$ cat src/rtl/snake_pkg.sv
// Shared types and helpers for the LED-matrix scan receive path.
// Coordinates are packed {x[7:4], y[3:0]}; strobes are active-low one-hot.
package snake_pkg;

  localparam int MATRIX_DIM = 16;
  localparam logic [MATRIX_DIM-1:0] ONEHOT_IDLE = 16'hFFFF;

  typedef logic [7:0] coord_t;

  typedef enum logic [1:0] {
    SAMPLE_IDLE,
    SAMPLE_POINT,
    SAMPLE_ERROR
  } sample_class_t;

  typedef struct packed {
    logic       valid;
    logic [3:0] idx;
  } onehot_idx_t;

  // valid only when exactly one strobe line is pulled low
  function automatic onehot_idx_t onehot_n_to_idx(input logic [MATRIX_DIM-1:0] strobe);
    onehot_idx_t result;
    int unsigned lowCount;
    result   = '0;
    lowCount = 0;
    for (int i = 0; i < MATRIX_DIM; i++) begin
      if (!strobe[i]) begin
        lowCount++;
        result.idx = 4'(i);
      end
    end
    result.valid = (lowCount == 1);
    return result;
  endfunction

endpackage

$ cat src/rtl/coord_fifo.sv
// Synchronous point FIFO; head is combinational and reads as zero while empty.
// A push into a full FIFO is accepted only when a pop frees a slot in the same cycle.
module coord_fifo
  import snake_pkg::*;
#(
  parameter int DEPTH = 8
) (
  input  logic   Clk,
  input  logic   rst,
  input  logic   push,
  input  coord_t pushData,
  input  logic   pop,
  output logic   full,
  output logic   empty,
  output coord_t headData
);

  localparam int AW = $clog2(DEPTH);

  coord_t       mem [DEPTH];
  logic [AW:0]  wrPtr;
  logic [AW:0]  rdPtr;
  logic         doPush;
  logic         doPop;

  assign empty    = (wrPtr == rdPtr);
  assign full     = (wrPtr[AW] != rdPtr[AW]) && (wrPtr[AW-1:0] == rdPtr[AW-1:0]);
  assign doPop    = pop && !empty;
  assign doPush   = push && (!full || doPop);
  assign headData = empty ? '0 : mem[rdPtr[AW-1:0]];

  // NOTE: storage is not reset; the pointers alone decide which entries are live.
  always_ff @(posedge Clk) begin
    if (doPush) mem[wrPtr[AW-1:0]] <= pushData;
  end

  always_ff @(posedge Clk) begin
    if (!rst) begin
      wrPtr <= '0;
      rdPtr <= '0;
    end else begin
      if (doPush) wrPtr <= wrPtr + (AW+1)'(1);
      if (doPop)  rdPtr <= rdPtr + (AW+1)'(1);
    end
  end

endmodule

$ cat src/rtl/matrix_scan_encoder.sv
// Receive side of the 16x16 matrix scan: encodes lit points into a FIFO stream
// and accumulates a per-window 256-bit frame bitmap.
module matrix_scan_encoder
  import snake_pkg::*;
#(
  parameter int FRAME_CYC  = 64,
  parameter int FIFO_DEPTH = 8
) (
  input  logic                             Clk,
  input  logic                             rst,
  input  logic [MATRIX_DIM-1:0]            row,
  input  logic [MATRIX_DIM-1:0]            col,
  input  logic                             in_en,
  output logic [7:0]                       pt_data,
  output logic                             pt_valid,
  input  logic                             pt_ready,
  output logic [MATRIX_DIM*MATRIX_DIM-1:0] frame_bits,
  output logic                             frame_valid,
  output logic [8:0]                       frame_pts,
  output logic [7:0]                       err_cnt,
  output logic                             ovf
);

  localparam int FRAME_BITS = MATRIX_DIM * MATRIX_DIM;

  logic [MATRIX_DIM-1:0] rowQ, colQ;
  logic                  enQ;
  onehot_idx_t           rowIdx, colIdx;
  sample_class_t         sampleClass;
  coord_t                sampleCoord;

  logic                  s2En;
  sample_class_t         s2Class;
  coord_t                s2Coord;

  // NOTE: every clocked process uses non-blocking assignments so all registers update together.
  always_ff @(posedge Clk) begin
    if (!rst) begin
      rowQ <= ONEHOT_IDLE;
      colQ <= ONEHOT_IDLE;
      enQ  <= 1'b0;
    end else begin
      rowQ <= row;
      colQ <= col;
      enQ  <= in_en;
    end
  end

  // NOTE: outputs get defaults first so no path through this block can infer a latch.
  always_comb begin
    rowIdx      = onehot_n_to_idx(rowQ);
    colIdx      = onehot_n_to_idx(colQ);
    sampleCoord = {4'd15 - colIdx.idx, 4'd15 - rowIdx.idx};
    sampleClass = SAMPLE_ERROR;
    if (rowQ == ONEHOT_IDLE && colQ == ONEHOT_IDLE) sampleClass = SAMPLE_IDLE;
    else if (rowIdx.valid && colIdx.valid)          sampleClass = SAMPLE_POINT;
  end

  always_ff @(posedge Clk) begin
    if (!rst) begin
      s2En    <= 1'b0;
      s2Class <= SAMPLE_IDLE;
      s2Coord <= '0;
    end else begin
      s2En    <= enQ;
      s2Class <= sampleClass;
      s2Coord <= sampleCoord;
    end
  end

  logic   isPoint, isError, pushReq, popFire;
  logic   prevPoint, lastValid;
  coord_t lastCoord;
  logic   fifoFull, fifoEmpty;

  assign isPoint = s2En && (s2Class == SAMPLE_POINT);
  assign isError = s2En && (s2Class == SAMPLE_ERROR);
  // a held strobe repeats the same point every cycle; only its first sample is streamed
  assign pushReq = isPoint && (!prevPoint || !lastValid || s2Coord != lastCoord);
  assign popFire = pt_valid && pt_ready;
  assign pt_valid = !fifoEmpty;

  always_ff @(posedge Clk) begin
    if (!rst) begin
      prevPoint <= 1'b0;
      lastValid <= 1'b0;
      lastCoord <= '0;
      err_cnt   <= '0;
      ovf       <= 1'b0;
    end else begin
      if (s2En) prevPoint <= (s2Class == SAMPLE_POINT);
      if (pushReq) begin
        lastCoord <= s2Coord;
        lastValid <= 1'b1;
      end
      if (isError && err_cnt != 8'hFF) err_cnt <= err_cnt + 8'd1;
      if (pushReq && fifoFull && !popFire) ovf <= 1'b1;
    end
  end

  coord_fifo #(.DEPTH(FIFO_DEPTH)) u_fifo (
    .Clk      (Clk),
    .rst      (rst),
    .push     (pushReq),
    .pushData (s2Coord),
    .pop      (pt_ready),
    .full     (fifoFull),
    .empty    (fifoEmpty),
    .headData (pt_data)
  );

  logic [15:0]           winCnt;
  logic [FRAME_BITS-1:0] acc;
  logic [FRAME_BITS-1:0] ptMask;
  logic [8:0]            distinct;
  logic                  newBit;

  assign ptMask = isPoint ? (FRAME_BITS'(1) << s2Coord) : '0;
  assign newBit = isPoint && !acc[s2Coord];

  always_ff @(posedge Clk) begin
    if (!rst) begin
      winCnt      <= '0;
      acc         <= '0;
      distinct    <= '0;
      frame_bits  <= '0;
      frame_pts   <= '0;
      frame_valid <= 1'b0;
    end else begin
      frame_valid <= 1'b0;
      if (s2En) begin
        if (winCnt == 16'(FRAME_CYC - 1)) begin
          // the terminal sample's point belongs to the frame being closed
          frame_bits  <= acc | ptMask;
          frame_pts   <= distinct + 9'(newBit);
          frame_valid <= 1'b1;
          acc         <= '0;
          distinct    <= '0;
          winCnt      <= '0;
        end else begin
          acc      <= acc | ptMask;
          distinct <= distinct + 9'(newBit);
          winCnt   <= winCnt + 16'd1;
        end
      end
    end
  end

endmodule

$ cat config.mk
export PLATFORM = sky130hd
export DESIGN_NAME = matrix_scan_encoder
export DESIGN_NICKNAME = d
export VERILOG_FILES = /design/src/rtl/snake_pkg.sv /design/src/rtl/coord_fifo.sv /design/src/rtl/matrix_scan_encoder.sv
export SDC_FILE = /design/constraint.sdc
export NUM_CORES = 1
export LEC_CHECK = 0
export ABC_AREA = 1
export CAP_MARGIN = 10
export CORE_MARGIN = 4
export CORE_UTILIZATION = 45
export CTS_BUF_LIST = sky130_fd_sc_hd__clkbuf_16
export CTS_CLUSTER_DIAMETER = 60
export DETAILED_ROUTE_END_ITERATION = 7
export GPL_TIMING_DRIVEN = 0
export PLACE_DENSITY = 0.66
export RECOVER_POWER = 50
export SETUP_SLACK_MARGIN = 0.1
export SYNTH_ARGS = -nofsm -noshare
export SYNTH_HDL_FRONTEND = slang
export SYNTH_SLANG_ARGS = --single-unit
$ cat constraint.sdc
create_clock -name Clk -period 18.7 [get_ports Clk]
set_clock_uncertainty 0.1 [all_clocks]
set_input_delay 4.675 -clock Clk [delete_from_list [all_inputs] [get_ports Clk]]
set_output_delay 4.675 -clock Clk [all_outputs]
set_load 0.02 [all_outputs]
**Run 1: zoomed window**

Region (189, 56) to (209, 76) um. Cells in gray, sequential cells in the stronger gray; small squares are vias.
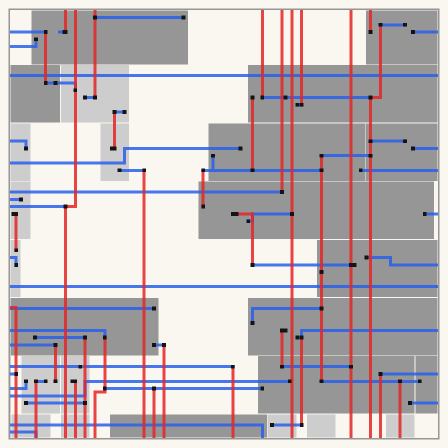
[blue] met1
[red] met2
cells with their middle in the window: 14
most frequent: dfxtp_1 (4), edfxtp_1 (4), inv_1 (3)
netlist names of flops here include: u_fifo.mem (4)
sequential cells in the window: 8

**Run 1: the metal 4 layer**

Scale: 1.5 px per um.
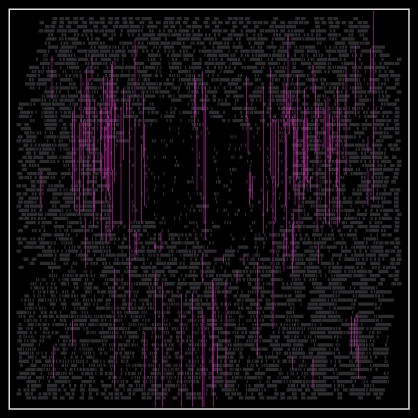
longest straight run: 144 um
share of all routed wire: 4.7%
nets with wire on the layer: 93
main direction: vertical
wire length on this layer: 5680 um
Detailed Route WL: 121900 um
via count: 29200

**Run 1: wiring by layer**

Scale: 1.5 px per um.
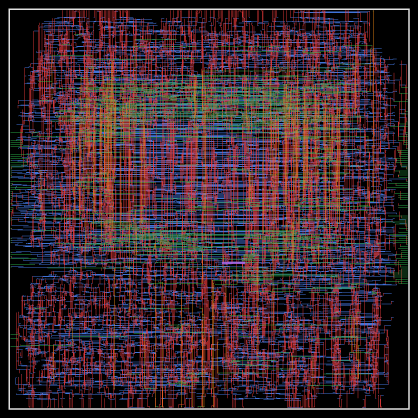
[purple] met5 | wire length: 13.8 um
[green] met3 | wire length: 11300 um
[blue] met1 | wire length: 52.7 mm
[red] met2 | wire length: 52.2 mm
[orange] met4 | wire length: 5680 um
All-Layer GR Usage: 33.37%
routed length per instance: 23.53 um

**Run 1: clock distribution**

Scale: 1 px per um.
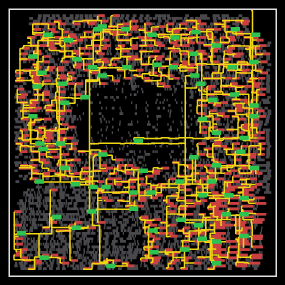
[red] flip-flops | count: 685
[yellow] clock wires | length: 8400 um
[green] cells driving clock nets | count: 76
flops lie: all over the die
routed clock nets: 77
Clock Power Share: 43.2%
clk ins delay skew pair: 0.62 ns
P_clk: 1.39 mW

==> results.cfg, run 1 <==
; physical design summary
[run_status]
status = finished with violations
violations = capacitance limit

[critical_path]
r2r_end = s2Class[0]
critical_path.max_fanout = 4
startpoint = colQ[1]
critPathRequiredTime_ns = 19.15
cp-start-kind = flop
crit_end = s2Class[0]
cp.buffers_inverters = 7
cp_slowest_cell = dfxtp_1
end_kind = flop
critPathMaxStageDelay_ns = 0.37
rr_startpoint = colQ[1]
r2r_slack_ns = 9.97
crit_family = adder cells
crit_arrival_ns = 9.18

[power]
total_power_mw = 3.224
p_per_area_mw_per_mm2 = 88.44
ir_drop_uv = 55.64
p_leak_nw = 13.67

[global_route]
grt_max_degree = 14
grt_pass1_vias = 27440

[finish]
layout.nonclk_buf_share_pct = 11.39
antenna_cells = 1
design_area_mm2 = 0.03645
sh_seq_area_pct = 39.38
stdcell_count = 5182
comb_cells = 2554
inv_count = 387
register_area_mm2 = 0.01435
comb_share_pct = 36.04
n_fill_cell = 6387
lay_top_cells = dfxtp_1 (621), nor2_1 (535), nand3_1 (469)
final_util_pct = 55.44
lay_top_count = dfxtp_1
seq_cells = 685

[synthesis]
topCombFamilyByArea = simple AND/OR/NAND/NOR gates
edf_count = 64
postSynthSeqShare_pct = 48.12
synthDistinctLibCells = 48
top_cell = dfxtp_1
yosys_cells = 3860
synthAoiAreaFrac_pct = 15.93
synth_top_area_share_pct = 41.68
ys_warn_count = 0
async_flop_share_pct = 0
syn-num-nets = 3933
synthTopCellsByArea = dfxtp_1 (42%), nand3_1 (7.9%), nor2_1 (6.7%)
yosys.area_share.xor_xnor_pct = 0.5873
synthSimpleGateAreaFrac_pct = 25.98

[hold_path]
min-delay-start = enQ
hp-class = flop to flop

[place]
dp_hpwl_um = 91630
dp_cells = 5045
gp_congestion = 1.039
placed_cell_area_mm2 = 0.03415
dpl_worst_slack_ns = 9.955

[die]
fp.coreArea_mm2 = 0.06575
rows = 94
ios = 320
fp.dieW_um = 265.5
initCoreUtil_pct = 45.37
die_h_um = 265.5

[final_timing]
hold_violations = 0
fin_crit_sh_pct = 46.69
slew_headroom_pct = 1.100
max_freq_mhz = 114.5
whs_ns = 0.3095
rsz0062_at_grt = false
fin_ws_ns = 9.970
finalSetupTns_ns = 0

[route]
routed_via_density = 5.635
drc_errors = 0

[clocking]
clockBufferDepth = 3
cts_tree = yes
cts_hold_buf = 0
cts_resized = 0
cts_buffers = 76

[flow_run]
maxCapViolations = 1
warning_count = 29
==> run 1: per-layer routing <==
metal,global-route usage (%),wire [um]
met3,7.400,11260
met1,46.01,52740
met2,51.12,52250
met4,13.32,5676
met5,0,13
==> run 1: registers in the layout (all words and copies together), names as in the netlist, 9 cells and up, named ones only <==
register,cells
winCnt,16
u_fifo.mem,64
rowQ,16
colQ,16
frame_pts,9
acc,256
distinct,9
frame_bits,256
==> run 1: power by group <==
group	internal [mW]	switching (mW)	leakage, nW
combinational	0.0890	0.243	6.86
sequential	1.49	0.0124	5.60
clock	0.772	0.619	1.20
total	2.35	0.874	13.7
==> run 1 -> run 2 <==
PLACE_DENSITY = 0.68   (was 0.66)
clock period = 7.1 ns   (was 18.7 ns; I/O delays follow)
**Run 2: wiring by layer**

Scale: 1.5 px per um.
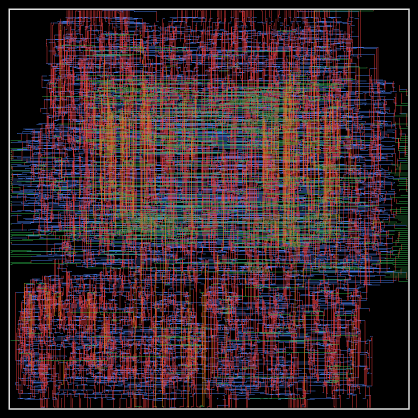
[red] met2 | wire length: 53.7 mm
[orange] met4 | wire length: 5550 um
[blue] met1 | wire length: 50.1 mm
[green] met3 | wire length: 13200 um

==> results.cfg, run 2 <==
; physical design summary
[route]
highest_layer = met4
vias = 30260
wl_met3_um = 13160
drc_errors = 0
routed_via_density = 5.725
wl_met2_um = 53710
drt_wl_total_um = 122500
avgRoutedWirePerCell_um = 23.18
m1WireLength_um = 50100

[critical_path]
rr_startpoint = colQ[0]
critical_path.max_fanout = 4
crit_family = adder cells
crit_end = s2Class[0]
startpoint = colQ[0]
critPathRequiredTime_ns = 7.53
cp-start-kind = flop
cp.buffers_inverters = 12
crit_arrival_ns = 7.84
cp_slowest_cell = dfxtp_2
r2r_end = s2Class[0]

[finish]
final_util_pct = 57.84
comb_share_pct = 36.51
inv_count = 387
stdcell_count = 5286
lay_top_cells = dfxtp_1 (617), nor2_1 (530), nand3_1 (456)
register_area_mm2 = 0.01436
comb_cells = 2554
seq_cells = 685
design_area_mm2 = 0.03802
layout.nonclk_buf_share_pct = 12.92

[power]
p_leak_nw = 15.08
ir_drop_uv = 143.9
p_per_area_mw_per_mm2 = 233.9

[synthesis]
edf_count = 64
async_flop_share_pct = 0
yosys_cells = 3860
synthTopCellsByArea = dfxtp_1 (42%), nand3_1 (7.9%), nor2_1 (6.7%)
top_cell = dfxtp_1
ys_warn_count = 0

[final_timing]
max_freq_mhz = 135.0
finalSetupViolations = 2
rsz0062_at_grt = true
whs_ns = 0.3156
fin_ws_ns = -0.3075
slew_headroom_pct = 4.115
hold_violations = 0

[place]
gp_congestion = 1.078
dpl_worst_slack_ns = -0.7921
dp_hpwl_um = 89060

[die]
die_h_um = 265.5
ios = 320
initCoreUtil_pct = 45.37

[flow_run]
maxCapViolations = 0
warning_count = 32

[run_status]
violations = setup timing
status = finished with violations

[global_route]
grt_max_degree = 14
met1_usage_pct = 44.53
grt.met3_usage_pct = 8.750
gr-usage-all-layers_pct = 33.17
grt_pass1_vias = 28170

[hold_path]
hp-class = flop to flop
min-delay-start = enQ

[clocking]
clock_latency_ns = 0.62
**Run 2: clock distribution**

Scale: 1 px per um.
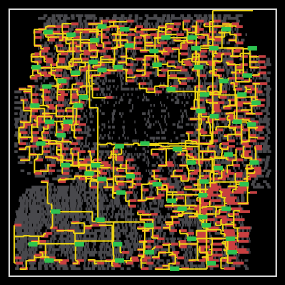
[green] cells driving clock nets | count: 75
[yellow] clock wires | length: 8330 um
[red] flip-flops | count: 685
routed clock nets: 76
P_clk: 3.74 mW
Clock Power Share: 42.0%

[run 2: cell counts after synthesis]
Identical to the previous run, type by type.
[run 2: logic make-up after synthesis]
family	Yosys count	synth area share (%)
XOR/XNOR	20	0.5872
buffers and inverters	621	7.828
adder cells (fa/ha/maj)	37	1.552
flip-flops	685	48.12
AND/OR/NAND/NOR	1672	25.98
AND-OR/OR-AND	825	15.93
[run 2: report_power, final]
| part | internal (mW) | switching [mW] | total [mW] |
|---|---|---|---|
| Sequential | 3.92 | 0.0333 | 3.95 |
| Clock | 2.12 | 1.62 | 3.74 |
| Combinational | 0.445 | 0.758 | 1.20 |
[run 2: repair_timing]
item | CTS | global route
setup buffers | 94 | 15
hold buffers | 0 | 0
pin swaps | 45 | 86
endpoints found under the setup margin | 2 | 2
gates resized | 31 | 117
No activity file was given, so power comes from the tool's default toggle rates.
